**src/rtl/vga_buffer_ctrl_if.sv**
```systemverilog
// vga_buffer_ctrl_if
// Groups the host write/read handshakes, the bulk-engine command handshake and
// the buffer-side access port of vga_buffer_ctrl into one bundle.
// Signal suffixes (_i/_o) are from the controller's point of view.
//   slave  : controller side (vga_buffer_ctrl)
//   master : host, command source and buffer side (testbench / surrounding logic)
`timescale 1ns/1ps

interface vga_buffer_ctrl_if #(
    parameter int ADDR_WIDTH = 10,
    parameter int DATA_WIDTH = 28,
    parameter int CHAR_WIDTH = 7,
    parameter int STRB_WIDTH = 4
) ();
    logic                  host_wr_valid_i;
    logic                  host_wr_ready_o;
    logic [ADDR_WIDTH-1:0] host_w_addr_i;
    logic [STRB_WIDTH-1:0] host_w_strb_i;
    logic [DATA_WIDTH-1:0] host_din_i;
    logic                  host_rd_valid_i;
    logic                  host_rd_ready_o;
    logic [ADDR_WIDTH-1:0] host_r_addr_i;
    logic [DATA_WIDTH-1:0] host_rd_data_o;
    logic                  host_rd_dvalid_o;
    logic                  cmd_valid_i;
    logic [1:0]            cmd_op_i;
    logic [CHAR_WIDTH-1:0] cmd_fill_i;
    logic                  cmd_ready_o;
    logic                  busy_o;
    logic                  done_o;
    logic                  buf_wr_en_o;
    logic [ADDR_WIDTH-1:0] buf_w_addr_o;
    logic [STRB_WIDTH-1:0] buf_w_strb_o;
    logic [DATA_WIDTH-1:0] buf_din_o;
    logic                  buf_r_req_o;
    logic [ADDR_WIDTH-1:0] buf_r_addr_o;
    logic [DATA_WIDTH-1:0] buf_r_data_i;

    modport slave (
        input  host_wr_valid_i, host_w_addr_i, host_w_strb_i, host_din_i,
        input  host_rd_valid_i, host_r_addr_i,
        input  cmd_valid_i, cmd_op_i, cmd_fill_i,
        input  buf_r_data_i,
        output host_wr_ready_o, host_rd_ready_o, host_rd_data_o, host_rd_dvalid_o,
        output cmd_ready_o, busy_o, done_o,
        output buf_wr_en_o, buf_w_addr_o, buf_w_strb_o, buf_din_o,
        output buf_r_req_o, buf_r_addr_o
    );

    modport master (
        output host_wr_valid_i, host_w_addr_i, host_w_strb_i, host_din_i,
        output host_rd_valid_i, host_r_addr_i,
        output cmd_valid_i, cmd_op_i, cmd_fill_i,
        output buf_r_data_i,
        input  host_wr_ready_o, host_rd_ready_o, host_rd_data_o, host_rd_dvalid_o,
        input  cmd_ready_o, busy_o, done_o,
        input  buf_wr_en_o, buf_w_addr_o, buf_w_strb_o, buf_din_o,
        input  buf_r_req_o, buf_r_addr_o
    );
endinterface

```
**src/rtl/vga_buffer_ctrl.sv**
```systemverilog
// vga_buffer_ctrl
// Access sequencer/arbiter in front of the screen-tile buffer's write/read port.
// One buffer access per cycle, shared between the host path and a bulk engine
// (clear, scroll-up-one-row, optional fill).
// Ports:
//   clk_i  : 25 MHz clock
//   rstn_i : async active-low reset
//   bus    : vga_buffer_ctrl_if.slave (host write/read, engine command, buffer port)
// Build option:
//   VGA_CTRL_FILL_EN defined   -> op 10 fills every word with {4{cmd_fill_i}}
//   VGA_CTRL_FILL_EN undefined -> op 10 is a clear, cmd_fill_i ignored
//
// state      | meaning
// -----------+-----------------------------------------------------------
// ST_IDLE    | waiting for a command, cmd_ready_o high
// ST_CLR     | writing 0 to addr_q, advances per engine grant
// ST_FILL    | writing the fill pattern to addr_q, advances per engine grant
// ST_SCR_RD  | reading addr_q + ROW_WORDS
// ST_SCR_LAT | read data arriving, captured into hold_q (no request)
// ST_SCR_WR  | writing hold_q to addr_q
// ST_SCR_CLR | writing 0 to the bottom row
// ST_DONE    | one-cycle done_o pulse
`timescale 1ns/1ps

module vga_buffer_ctrl #(
    parameter int ADDR_WIDTH = 10,
    parameter int DATA_WIDTH = 28,
    parameter int CHAR_WIDTH = 7,
    parameter int NUM_ADDRS  = 600,
    parameter int ROW_WORDS  = 20,
    parameter int STRB_WIDTH = 4
) (
    input  logic              clk_i,
    input  logic              rstn_i,
    vga_buffer_ctrl_if.slave  bus
);
    typedef enum logic [2:0] {
        ST_IDLE, ST_CLR, ST_FILL, ST_SCR_RD, ST_SCR_LAT, ST_SCR_WR, ST_SCR_CLR, ST_DONE
    } state_t;

    localparam logic [ADDR_WIDTH-1:0] LAST_ADDR = ADDR_WIDTH'(NUM_ADDRS - 1);
    localparam logic [ADDR_WIDTH-1:0] SCR_LAST  = ADDR_WIDTH'(NUM_ADDRS - ROW_WORDS - 1);
    localparam logic [ADDR_WIDTH-1:0] ROW_OFS   = ADDR_WIDTH'(ROW_WORDS);
    localparam logic [STRB_WIDTH-1:0] STRB_ALL  = {STRB_WIDTH{1'b1}};

    state_t                state_q, state_d;
    logic [ADDR_WIDTH-1:0] addr_q, addr_d;
    logic [DATA_WIDTH-1:0] hold_q, hold_d;
    logic                  last_eng_q, last_eng_d;   // 0: host won the last contention
    logic                  rd_pend_q, rd_pend_d;
    logic [DATA_WIDTH-1:0] rd_data_q, rd_data_d;
`ifdef VGA_CTRL_FILL_EN
    logic [CHAR_WIDTH-1:0] fill_q, fill_d;
`else
    logic                  unused_fill;
    assign unused_fill = ^bus.cmd_fill_i;
`endif

    logic                  eng_req, host_req, eng_gnt, host_wr_gnt, host_rd_gnt;
    logic                  buf_wr_en, buf_r_req;
    logic [ADDR_WIDTH-1:0] buf_w_addr, buf_r_addr;
    logic [STRB_WIDTH-1:0] buf_w_strb;
    logic [DATA_WIDTH-1:0] buf_din;

    always_ff @(posedge clk_i or negedge rstn_i) begin
        if (!rstn_i) begin
            state_q    <= ST_IDLE;
            addr_q     <= '0;
            hold_q     <= '0;
            last_eng_q <= 1'b0;
            rd_pend_q  <= 1'b0;
            rd_data_q  <= '0;
`ifdef VGA_CTRL_FILL_EN
            fill_q     <= '0;
`endif
        end else begin
            state_q    <= state_d;
            addr_q     <= addr_d;
            hold_q     <= hold_d;
            last_eng_q <= last_eng_d;
            rd_pend_q  <= rd_pend_d;
            rd_data_q  <= rd_data_d;
`ifdef VGA_CTRL_FILL_EN
            fill_q     <= fill_d;
`endif
        end
    end

    // Arbitration and buffer-side mux
    always_comb begin
        eng_req = (state_q == ST_CLR) || (state_q == ST_FILL) || (state_q == ST_SCR_RD) ||
                  (state_q == ST_SCR_WR) || (state_q == ST_SCR_CLR);
        // Host requests are masked while reset is asserted so no write escapes.
        host_req = rstn_i & (bus.host_wr_valid_i | bus.host_rd_valid_i);
        last_eng_d = last_eng_q;
        if (eng_req && host_req) begin
            eng_gnt    = !last_eng_q;
            last_eng_d = eng_gnt;
        end else begin
            eng_gnt = eng_req;
        end
        host_wr_gnt = host_req & !eng_gnt & bus.host_wr_valid_i;
        host_rd_gnt = host_req & !eng_gnt & !bus.host_wr_valid_i;

        buf_wr_en  = 1'b0;
        buf_w_addr = '0;
        buf_w_strb = '0;
        buf_din    = '0;
        buf_r_req  = 1'b0;
        buf_r_addr = '0;
        if (host_wr_gnt) begin
            buf_wr_en  = 1'b1;
            buf_w_addr = bus.host_w_addr_i;
            buf_w_strb = bus.host_w_strb_i;
            buf_din    = bus.host_din_i;
        end else if (host_rd_gnt) begin
            buf_r_req  = 1'b1;
            buf_r_addr = bus.host_r_addr_i;
        end else if (eng_gnt) begin
            if (state_q == ST_SCR_RD) begin
                buf_r_req  = 1'b1;
                buf_r_addr = addr_q + ROW_OFS;
            end else begin
                buf_wr_en  = 1'b1;
                buf_w_addr = addr_q;
                buf_w_strb = STRB_ALL;
                if (state_q == ST_SCR_WR) buf_din = hold_q;
`ifdef VGA_CTRL_FILL_EN
                if (state_q == ST_FILL) buf_din = DATA_WIDTH'({4{fill_q}});
`endif
            end
        end

        rd_pend_d = host_rd_gnt;
        rd_data_d = rd_pend_q ? bus.buf_r_data_i : rd_data_q;
    end

    // Engine sequencing
    always_comb begin
        state_d = state_q;
        addr_d  = addr_q;
        hold_d  = hold_q;
`ifdef VGA_CTRL_FILL_EN
        fill_d  = fill_q;
`endif
        case (state_q)
            ST_IDLE: begin
                if (bus.cmd_valid_i) begin
                    addr_d = '0;
`ifdef VGA_CTRL_FILL_EN
                    fill_d = bus.cmd_fill_i;
`endif
                    case (bus.cmd_op_i)
                        2'b00:   state_d = ST_CLR;
                        2'b01:   state_d = ST_SCR_RD;
`ifdef VGA_CTRL_FILL_EN
                        2'b10:   state_d = ST_FILL;
`else
                        2'b10:   state_d = ST_CLR;
`endif
                        default: state_d = ST_DONE;
                    endcase
                end
            end
            ST_CLR, ST_FILL, ST_SCR_CLR: begin
                if (eng_gnt) begin
                    if (addr_q == LAST_ADDR) state_d = ST_DONE;
                    else                     addr_d  = addr_q + 1'b1;
                end
            end
            ST_SCR_RD: begin
                if (eng_gnt) state_d = ST_SCR_LAT;
            end
            ST_SCR_LAT: begin
                hold_d  = bus.buf_r_data_i;
                state_d = ST_SCR_WR;
            end
            ST_SCR_WR: begin
                if (eng_gnt) begin
                    addr_d  = addr_q + 1'b1;
                    state_d = (addr_q == SCR_LAST) ? ST_SCR_CLR : ST_SCR_RD;
                end
            end
            ST_DONE: state_d = ST_IDLE;
            default: state_d = ST_IDLE;
        endcase
    end

    assign bus.host_wr_ready_o  = host_wr_gnt;
    assign bus.host_rd_ready_o  = host_rd_gnt;
    assign bus.host_rd_dvalid_o = rd_pend_q;
    assign bus.host_rd_data_o   = rd_pend_q ? bus.buf_r_data_i : rd_data_q;
    assign bus.cmd_ready_o      = (state_q == ST_IDLE);
    assign bus.busy_o           = (state_q != ST_IDLE);
    assign bus.done_o           = (state_q == ST_DONE);
    assign bus.buf_wr_en_o      = buf_wr_en;
    assign bus.buf_w_addr_o     = buf_w_addr;
    assign bus.buf_w_strb_o     = buf_w_strb;
    assign bus.buf_din_o        = buf_din;
    assign bus.buf_r_req_o      = buf_r_req;
    assign bus.buf_r_addr_o     = buf_r_addr;
endmodule

```
**src/flat_wrapper.sv**
```systemverilog
// flat-port wrapper written by rule: the top's interface ports become plain ports
module vga_buffer_ctrl_flat 
#(
    parameter int ADDR_WIDTH = 10,
    parameter int DATA_WIDTH = 28,
    parameter int CHAR_WIDTH = 7,
    parameter int NUM_ADDRS  = 600,
    parameter int ROW_WORDS  = 20,
    parameter int STRB_WIDTH = 4
)
  (clk_i, rstn_i, bus_host_wr_valid_i, bus_host_w_addr_i, bus_host_w_strb_i, bus_host_din_i, bus_host_rd_valid_i, bus_host_r_addr_i, bus_cmd_valid_i, bus_cmd_op_i, bus_cmd_fill_i, bus_buf_r_data_i, bus_host_wr_ready_o, bus_host_rd_ready_o, bus_host_rd_data_o, bus_host_rd_dvalid_o, bus_cmd_ready_o, bus_busy_o, bus_done_o, bus_buf_wr_en_o, bus_buf_w_addr_o, bus_buf_w_strb_o, bus_buf_din_o, bus_buf_r_req_o, bus_buf_r_addr_o);
  vga_buffer_ctrl_if #(.ADDR_WIDTH(ADDR_WIDTH), .DATA_WIDTH(DATA_WIDTH), .CHAR_WIDTH(CHAR_WIDTH), .STRB_WIDTH(STRB_WIDTH)) bus_i ();
  input  logic clk_i;
  input  logic rstn_i;
  input wire logic [$bits(bus_i.host_wr_valid_i)-1:0] bus_host_wr_valid_i;
  input wire logic [$bits(bus_i.host_w_addr_i)-1:0] bus_host_w_addr_i;
  input wire logic [$bits(bus_i.host_w_strb_i)-1:0] bus_host_w_strb_i;
  input wire logic [$bits(bus_i.host_din_i)-1:0] bus_host_din_i;
  input wire logic [$bits(bus_i.host_rd_valid_i)-1:0] bus_host_rd_valid_i;
  input wire logic [$bits(bus_i.host_r_addr_i)-1:0] bus_host_r_addr_i;
  input wire logic [$bits(bus_i.cmd_valid_i)-1:0] bus_cmd_valid_i;
  input wire logic [$bits(bus_i.cmd_op_i)-1:0] bus_cmd_op_i;
  input wire logic [$bits(bus_i.cmd_fill_i)-1:0] bus_cmd_fill_i;
  input wire logic [$bits(bus_i.buf_r_data_i)-1:0] bus_buf_r_data_i;
  output wire logic [$bits(bus_i.host_wr_ready_o)-1:0] bus_host_wr_ready_o;
  output wire logic [$bits(bus_i.host_rd_ready_o)-1:0] bus_host_rd_ready_o;
  output wire logic [$bits(bus_i.host_rd_data_o)-1:0] bus_host_rd_data_o;
  output wire logic [$bits(bus_i.host_rd_dvalid_o)-1:0] bus_host_rd_dvalid_o;
  output wire logic [$bits(bus_i.cmd_ready_o)-1:0] bus_cmd_ready_o;
  output wire logic [$bits(bus_i.busy_o)-1:0] bus_busy_o;
  output wire logic [$bits(bus_i.done_o)-1:0] bus_done_o;
  output wire logic [$bits(bus_i.buf_wr_en_o)-1:0] bus_buf_wr_en_o;
  output wire logic [$bits(bus_i.buf_w_addr_o)-1:0] bus_buf_w_addr_o;
  output wire logic [$bits(bus_i.buf_w_strb_o)-1:0] bus_buf_w_strb_o;
  output wire logic [$bits(bus_i.buf_din_o)-1:0] bus_buf_din_o;
  output wire logic [$bits(bus_i.buf_r_req_o)-1:0] bus_buf_r_req_o;
  output wire logic [$bits(bus_i.buf_r_addr_o)-1:0] bus_buf_r_addr_o;
  assign bus_i.host_wr_valid_i = bus_host_wr_valid_i;
  assign bus_i.host_w_addr_i = bus_host_w_addr_i;
  assign bus_i.host_w_strb_i = bus_host_w_strb_i;
  assign bus_i.host_din_i = bus_host_din_i;
  assign bus_i.host_rd_valid_i = bus_host_rd_valid_i;
  assign bus_i.host_r_addr_i = bus_host_r_addr_i;
  assign bus_i.cmd_valid_i = bus_cmd_valid_i;
  assign bus_i.cmd_op_i = bus_cmd_op_i;
  assign bus_i.cmd_fill_i = bus_cmd_fill_i;
  assign bus_i.buf_r_data_i = bus_buf_r_data_i;
  assign bus_host_wr_ready_o = bus_i.host_wr_ready_o;
  assign bus_host_rd_ready_o = bus_i.host_rd_ready_o;
  assign bus_host_rd_data_o = bus_i.host_rd_data_o;
  assign bus_host_rd_dvalid_o = bus_i.host_rd_dvalid_o;
  assign bus_cmd_ready_o = bus_i.cmd_ready_o;
  assign bus_busy_o = bus_i.busy_o;
  assign bus_done_o = bus_i.done_o;
  assign bus_buf_wr_en_o = bus_i.buf_wr_en_o;
  assign bus_buf_w_addr_o = bus_i.buf_w_addr_o;
  assign bus_buf_w_strb_o = bus_i.buf_w_strb_o;
  assign bus_buf_din_o = bus_i.buf_din_o;
  assign bus_buf_r_req_o = bus_i.buf_r_req_o;
  assign bus_buf_r_addr_o = bus_i.buf_r_addr_o;
  vga_buffer_ctrl #(.ADDR_WIDTH(ADDR_WIDTH), .DATA_WIDTH(DATA_WIDTH), .CHAR_WIDTH(CHAR_WIDTH), .NUM_ADDRS(NUM_ADDRS), .ROW_WORDS(ROW_WORDS), .STRB_WIDTH(STRB_WIDTH)) u_core (.clk_i(clk_i), .rstn_i(rstn_i), .bus(bus_i));
endmodule
```
**config.mk**
```make
export PLATFORM = sky130hd
export DESIGN_NAME = vga_buffer_ctrl_flat
export DESIGN_NICKNAME = d
export VERILOG_FILES = /design/src/rtl/vga_buffer_ctrl_if.sv /design/src/rtl/vga_buffer_ctrl.sv /design/src/flat_wrapper.sv
export SDC_FILE = /design/constraint.sdc
export NUM_CORES = 1
export LEC_CHECK = 0
export CORE_ASPECT_RATIO = 2
export CORE_MARGIN = 2
export CORE_UTILIZATION = 37
export DETAILED_ROUTE_END_ITERATION = 10
export GPL_TIMING_DRIVEN = 0
export HOLD_SLACK_MARGIN = 0.06
export PLACE_DENSITY = 0.75
export SLEW_MARGIN = 20
export SYNTH_ARGS = -nofsm -noshare
export SYNTH_HDL_FRONTEND = slang
export SYNTH_SLANG_ARGS = --single-unit
```
**constraint.sdc**
```tcl
create_clock -name clk_i -period 2.7 [get_ports clk_i]
set_clock_uncertainty 0.2 [all_clocks]
set_input_delay 0.81 -clock clk_i [delete_from_list [all_inputs] [get_ports clk_i]]
set_output_delay 0.81 -clock clk_i [all_outputs]
set_load 0.02 [all_outputs]
```
Run 1, signal wires on met1:
The bar under the picture is 20 µm long. Supply wires on this layer in grey.
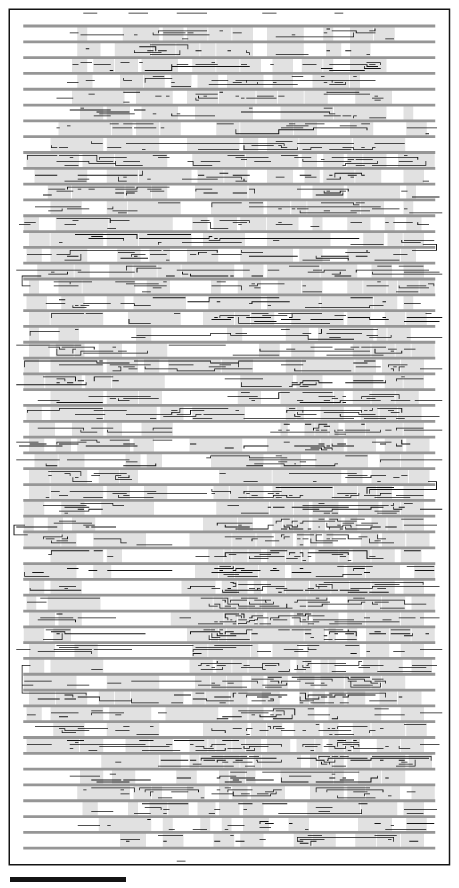
main direction: horizontal
share of all routed wire: 32%
wire length on this layer: 4380 µm
longest straight run: 27.1 µm

Run 1, port wiring:
The bar under the picture is 20 µm long.
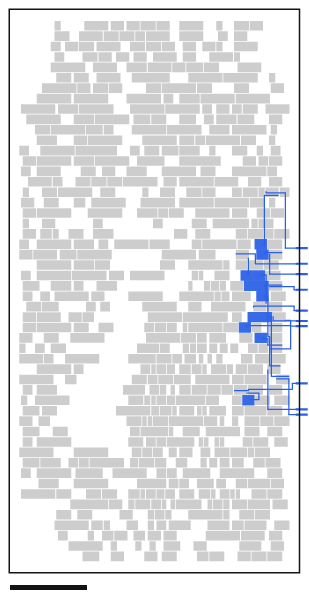
legend:
  `bus_host_w_addr_i`:
    colour: blue
    bits: 10
    direction: input
    edge: right
    end_cells: 10
    buffers: 10
    wire: 259 µm
Buffers on Ports: 174
IO Pins: 182

Run 1, sequential cells coloured by netlist name:
The bar under the picture is 20 µm long. Other sequential cells in the stronger grey, the rest of the logic in the fainter grey.
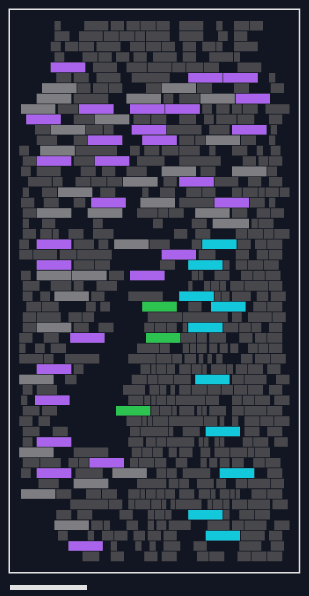
legend:
  `u_core.hold_q`:
    colour: purple
    flops: 28
    where: widely spread
  `u_core.addr_q`:
    colour: cyan
    flops: 10
  `u_core.state_q`:
    colour: green
    flops: 3
not coloured: 30
Seq area share: 25.6%
Storage cell area: 1780 µm²

==> impl_metrics.env, run 1 <==
# yosys + openroad results
export IMPL_status="complete, but fails checks"
export IMPL_violations="negative setup slack"
export IMPL_power_leader="combinational cells"
export IMPL_fin_ws_ps=-447
export IMPL_regToRegEndpoint="u_core.addr_q[4]"
export IMPL_reg2reg_depth=7
export IMPL_cp_start_kind="flop"
export IMPL_cts_tree="built"
export IMPL_layout_nets=646
export IMPL_aoi_share_pct=18.3
export IMPL_worstPathCellList="buf_6, and3_4, o31ai_4, nor2_4, buf_6, buf_6, buf_12, a22o_4, buf_6"
export IMPL_simple_gate_share_pct=9.44
export IMPL_ctsHoldBuffers=0
export IMPL_internal_power_w=0.00473
export IMPL_die_h_um=147
export IMPL_area_leaders="dfrtp_1 (47%), mux2_2 (16%), a22o_1 (9.7%)"
export IMPL_hp_class="input port to asynchronous set/reset pin"
export IMPL_power_switching_share_pct=39.2
export IMPL_timing_fmax_ghz=0.318
export IMPL_cp_arrival_ps=2140
export IMPL_syn_area_per_cell_um2=11.8
export IMPL_final_hold_viol_count=0
export IMPL_crit_fanout=5
export IMPL_leakage_nw=3.32
export IMPL_end_kind="output pin"
export IMPL_slew_violations=0
export IMPL_antenna_found_initial=0
export IMPL_synth_area_um2=3780
export IMPL_h_tree_depth=3
export IMPL_hpwl_um=9340
export IMPL_area_growth_pct=83.6
export IMPL_postSynthSeqShare_pct=47.0
export IMPL_finalWeightedCongestion=0.853
export IMPL_vias_per_cell=5.29
export IMPL_setup_violations_final=55
export IMPL_cts_root_buf="clkbuf_16"
export IMPL_crit_top_cell="buf_6"
export IMPL_p_switching_w=0.00305
export IMPL_ys_sh_xor_pct=2.28
export IMPL_yosys_warnings=0
export IMPL_p_seq_share_pct=24.2
export IMPL_grt_pass1_wl_um=20000
-- run 1: critical path, delay by kind of cell, from the launching register on --
| family | cells | cell delay (ps) |
|---|---|---|
| compound gates | 2 | 490 |
| simple gates | 2 | 270 |
| buf+inv | 5 | 640 |
| flops | 1 | 400 |
-- run 1: state kept, by name, indices dropped and copies added (netlist names) --
name,count
u_core.hold_q,28
u_core.last_eng_q,1
u_core.bus.host_rd_dvalid_o,1
u_core.addr_q,10
u_core.rd_data_q,28
u_core.state_q,3
-- run 1: layout make-up --
| cell class | count | area (µm²) | share of cell area [%] |
|---|---|---|---|
| Inverter | 7 | 40.0 | 0.577 |
| Buffer | 19 | 204 | 2.94 |
| Clock buffer | 9 | 225 | 3.25 |
| Tap cell | 135 | 169 | 2.43 |
| Multi-Input combinational cell | 221 | 2320 | 33.4 |
| Timing Repair Buffer | 218 | 2100 | 30.2 |
| Clock inverter | 7 | 105 | 1.51 |
| Sequential cell | 71 | 1780 | 25.6 |
-- run 1: per-layer routing --
metal / share of wire, % / GRT usage (%)
met1: 32 / 23.5
met2: 58 / 44.8
met5: 0 / 0
met4: 4.2 / 11.6
met3: 5.6 / 5.56
-- run 1: worst max-delay path by stage --
stage	to	start	slack [ps]	depth (start not counted)
5_1_grt	bus_buf_din_o[15]	u_core.state_q[0]	-540	9
3_3_place_gp	bus_buf_din_o[4]	rstn_i	-4240	6
4_1_cts	bus_buf_din_o[15]	u_core.state_q[1]	-500	9
3_5_place_dp	bus_buf_din_o[26]	bus_host_wr_valid_i	-1590	7
2_1_floorplan	bus_buf_r_addr_o[2]	bus_host_wr_valid_i	-70	5
6_report	bus_buf_din_o[20]	u_core.state_q[0]	-450	9
-- run 1: kinds of logic after synthesis --
kind of cell,Yosys count
AND-OR/OR-AND,86
XOR/XNOR,9
adder cells (fa/ha/maj),5
buffers and inverters,27
flip-flops,71
multiplexers,58
AND/OR/NAND/NOR,63
-- run 1: repair_timing --
action | CTS | global route
setup buffers | 30 | 11
setup endpoints to repair | 87 | 83
endpoints found under the hold margin | 0 | 0
pin swaps | 27 | 18
resized | 460 | 90
cloned | 3 | 0
-- run 1: synth_stat cells (2+ instances only) --
cell       n
inv_1      7
ha_1       5
and3_1     3
clkbuf_1   3
mux2_1     4
xnor2_1    4
buf_6      3
dfrtp_1   71
buf_2      8
a21oi_1    7
nor3b_2    2
nand3_1    2
o21ai_0   15
nand2_2    2
a211oi_1   2
mux2_2    53
buf_4      5
nor3_1     2
or2_2      3
a21o_1     4
nand2_1   19
o31ai_1    3
a22o_1    42
nor2_1    12
or3_1      2
or4_1      3
xor2_1     4
-- run 1: stage by stage --
stage                     instances  utilization (%)  power (W)  area [µm²]  setup slack, ps
after floorplan                 319                -    0.00440        4120            -72.3
after global placement          628             60.2    0.00595        6030            -4240
after detailed placement        629             60.4    0.00605        6050            -1590
after CTS                       677             66.0    0.00748        6610             -503
after global routing            687             69.2    0.00817        6940             -538
final                           687             69.2    0.00778        6940             -447
==> run 2, diff against run 1 <==
- CORE_UTILIZATION: 37 -> 35
- PLACE_DENSITY: 0.75 -> 0.71
Run 2, wiring by layer:
Two of the layers only.
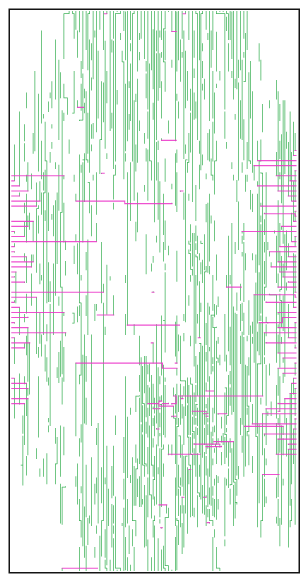
legend:
  met3:
    colour: magenta
    wire_length: 654 µm
  met2:
    colour: green
    wire_length: 7800 µm
Total Routed Length: 13300 µm
drt wl/cell: 19.6 µm
via count: 3576
total track usage: 22.0%

==> impl_metrics.env, run 2 <==
# yosys + openroad results
export IMPL_fp_util_pct=35.8
export IMPL_reg_top3="u_core.hold_q: 28 flops, u_core.rd_data_q: 28 flops, u_core.addr_q: 10 flops"
export IMPL_h_tree_depth=3
export IMPL_logic_area_um2=2300
export IMPL_ctsHoldBuffers=0
export IMPL_vias_per_cell=5.25
export IMPL_violations="negative setup slack"
export IMPL_power_switching_share_pct=39.4
export IMPL_finalWeightedCongestion=0.855
export IMPL_antenna_found_initial=0
export IMPL_final_hold_viol_count=0
export IMPL_p_switching_w=0.00305
export IMPL_antenna_cells=0
export IMPL_cp_arrival_ps=2060
export IMPL_synth_cells=319
export IMPL_grt_pass1_wl_um=19800
export IMPL_cts_root_buf="clkbuf_16"
export IMPL_stdcell_count=681
export IMPL_syn_area_per_cell_um2=11.8
export IMPL_synth_area_um2=3780
export IMPL_setup_violations_final=55
export IMPL_status="complete, but fails checks"
export IMPL_slew_violations=0
export IMPL_cp_start_kind="flop"
export IMPL_worst_pin_slew_ps=921
export IMPL_timing_fmax_ghz=0.326
export IMPL_yosys_warnings=0
export IMPL_hpwl_um=9330
export IMPL_area_leaders="dfrtp_1 (47%), mux2_2 (16%), a22o_1 (9.7%)"
export IMPL_layout_nets=639
export IMPL_end_kind="output pin"
export IMPL_leakage_nw=3.24
export IMPL_internal_power_w=0.00469
export IMPL_io_buffers=174
export IMPL_crit_fanout=10
export IMPL_regArea_um2=1780
export IMPL_place_ws_ps=-1640
export IMPL_fin_ws_ps=-367
export IMPL_ios=182
export IMPL_placedCellCount=631
export IMPL_cts_tree="built"
export IMPL_area_growth_pct=84.1
export IMPL_common_cells="dfrtp_1 (71), mux2_2 (53), a22o_1 (42), nand2_1 (19), o21ai_0 (15)"
export IMPL_die_h_um=151
export IMPL_p_seq_share_pct=24.2
export IMPL_worstPathCellList="buf_6, and3_4, o31ai_4, nor2_4, buf_12, a22o_4, buf_4"
export IMPL_hp_class="input port to asynchronous set/reset pin"
==> run 2: cell count changes in the layout (fill, tap and decap cells not counted), moves of 3 or more <==
cell,previous run,this run
buf_2,24,11
dlymetal6s2s_1,13,10
nand2_4,7,1
nand2_1,12,18
buf_6,56,74
buf_4,62,46
==> run 2: timing repair <==
item                                    in CTS  in global routing
pin swaps                                    9                 28
cloned                                       6                  1
resized                                    470                115
endpoints found under the setup margin      87                 80
buffers inserted                            22                  8
==> run 2: final cells by class <==
| class | instances | share of cell area, % |
|---|---|---|
| multi-input combinational | 221 | 33.1 |
| clock inverter | 5 | 0.504 |
| sequential | 71 | 25.5 |
| buffer | 20 | 3.51 |
| clock buffer | 10 | 3.44 |
| timing repair buffer | 210 | 30.9 |
| tap | 137 | 2.46 |
| inverter | 7 | 0.576 |
==> run 2: critical path: cells and delay by family (launching register included) <==
family                 cells  cell delay [ps]
AND-OR/OR-AND              2              510
buffers and inverters      3              490
AND/OR/NAND/NOR            2              330
flip-flops                 1              410
==> run 2: metrics by stage <==
step	util (%)	power (W)	setup TNS [ps]	area, µm²	hold slack [ps]
finish	66.0	0.00774	-17830	6960	217
global placement	57.3	0.00597	-433020	6040	281
global route	66.0	0.00812	-20690	6960	212
floorplan	-	0.00440	-1880	4120	282
CTS	62.4	0.00728	-19280	6580	210
detailed placement	57.5	0.00606	-99330	6060	284
==> run 2: logic make-up after synthesis <==
logic type                 Yosys count  share of synthesized area (%)
AOI/OAI and AO/OA                   86                           18.3
buffers and inverters               27                           4.04
and+or+nand+nor                     63                           9.44
muxes                               58                           17.3
adders and majority gates            5                           1.66
xor gates and xnor gates             9                           2.28
DFF                                 71                           47.0
==> run 2: final timing paths <==
kind	startpoint	endpoint	slack [ps]	cells past startpoint
max in group asynchronous	rstn_i	u_core.state_q[0]	1510	3
worst min register to register	u_core.rd_data_q[10]	u_core.rd_data_q[10]	290	1
worst max-delay path	u_core.state_q[0]	bus_buf_din_o[17]	-370	7
worst min-delay path	rstn_i	u_core.rd_data_q[15]	220	1
worst max register to register	u_core.addr_q[3]	u_core.addr_q[4]	420	8
min in group clk_i	u_core.rd_data_q[10]	u_core.rd_data_q[10]	290	1
==> run 2: per-layer routing <==
layer	vias to the layer above	part of all wire, %	track usage [%]
met1	1757	33	20.6
met2	152	58	43.8
met4	0	4.0	11.8
met5	-	0	0
li1	1630	-	-
met3	37	4.9	3.87
==> run 2: power groups by stage <==
stage	Combinational, W	Sequential [W]	Clock (W)
after floorplan	0.00261	0.00178	0
after global placement	0.00410	0.00187	0
after detailed placement	0.00418	0.00189	0
after CTS	0.00432	0.00186	0.00110
after global routing	0.00505	0.00192	0.00115
final	0.00479	0.00188	0.00107
Power and IR drop assume default switching activity.
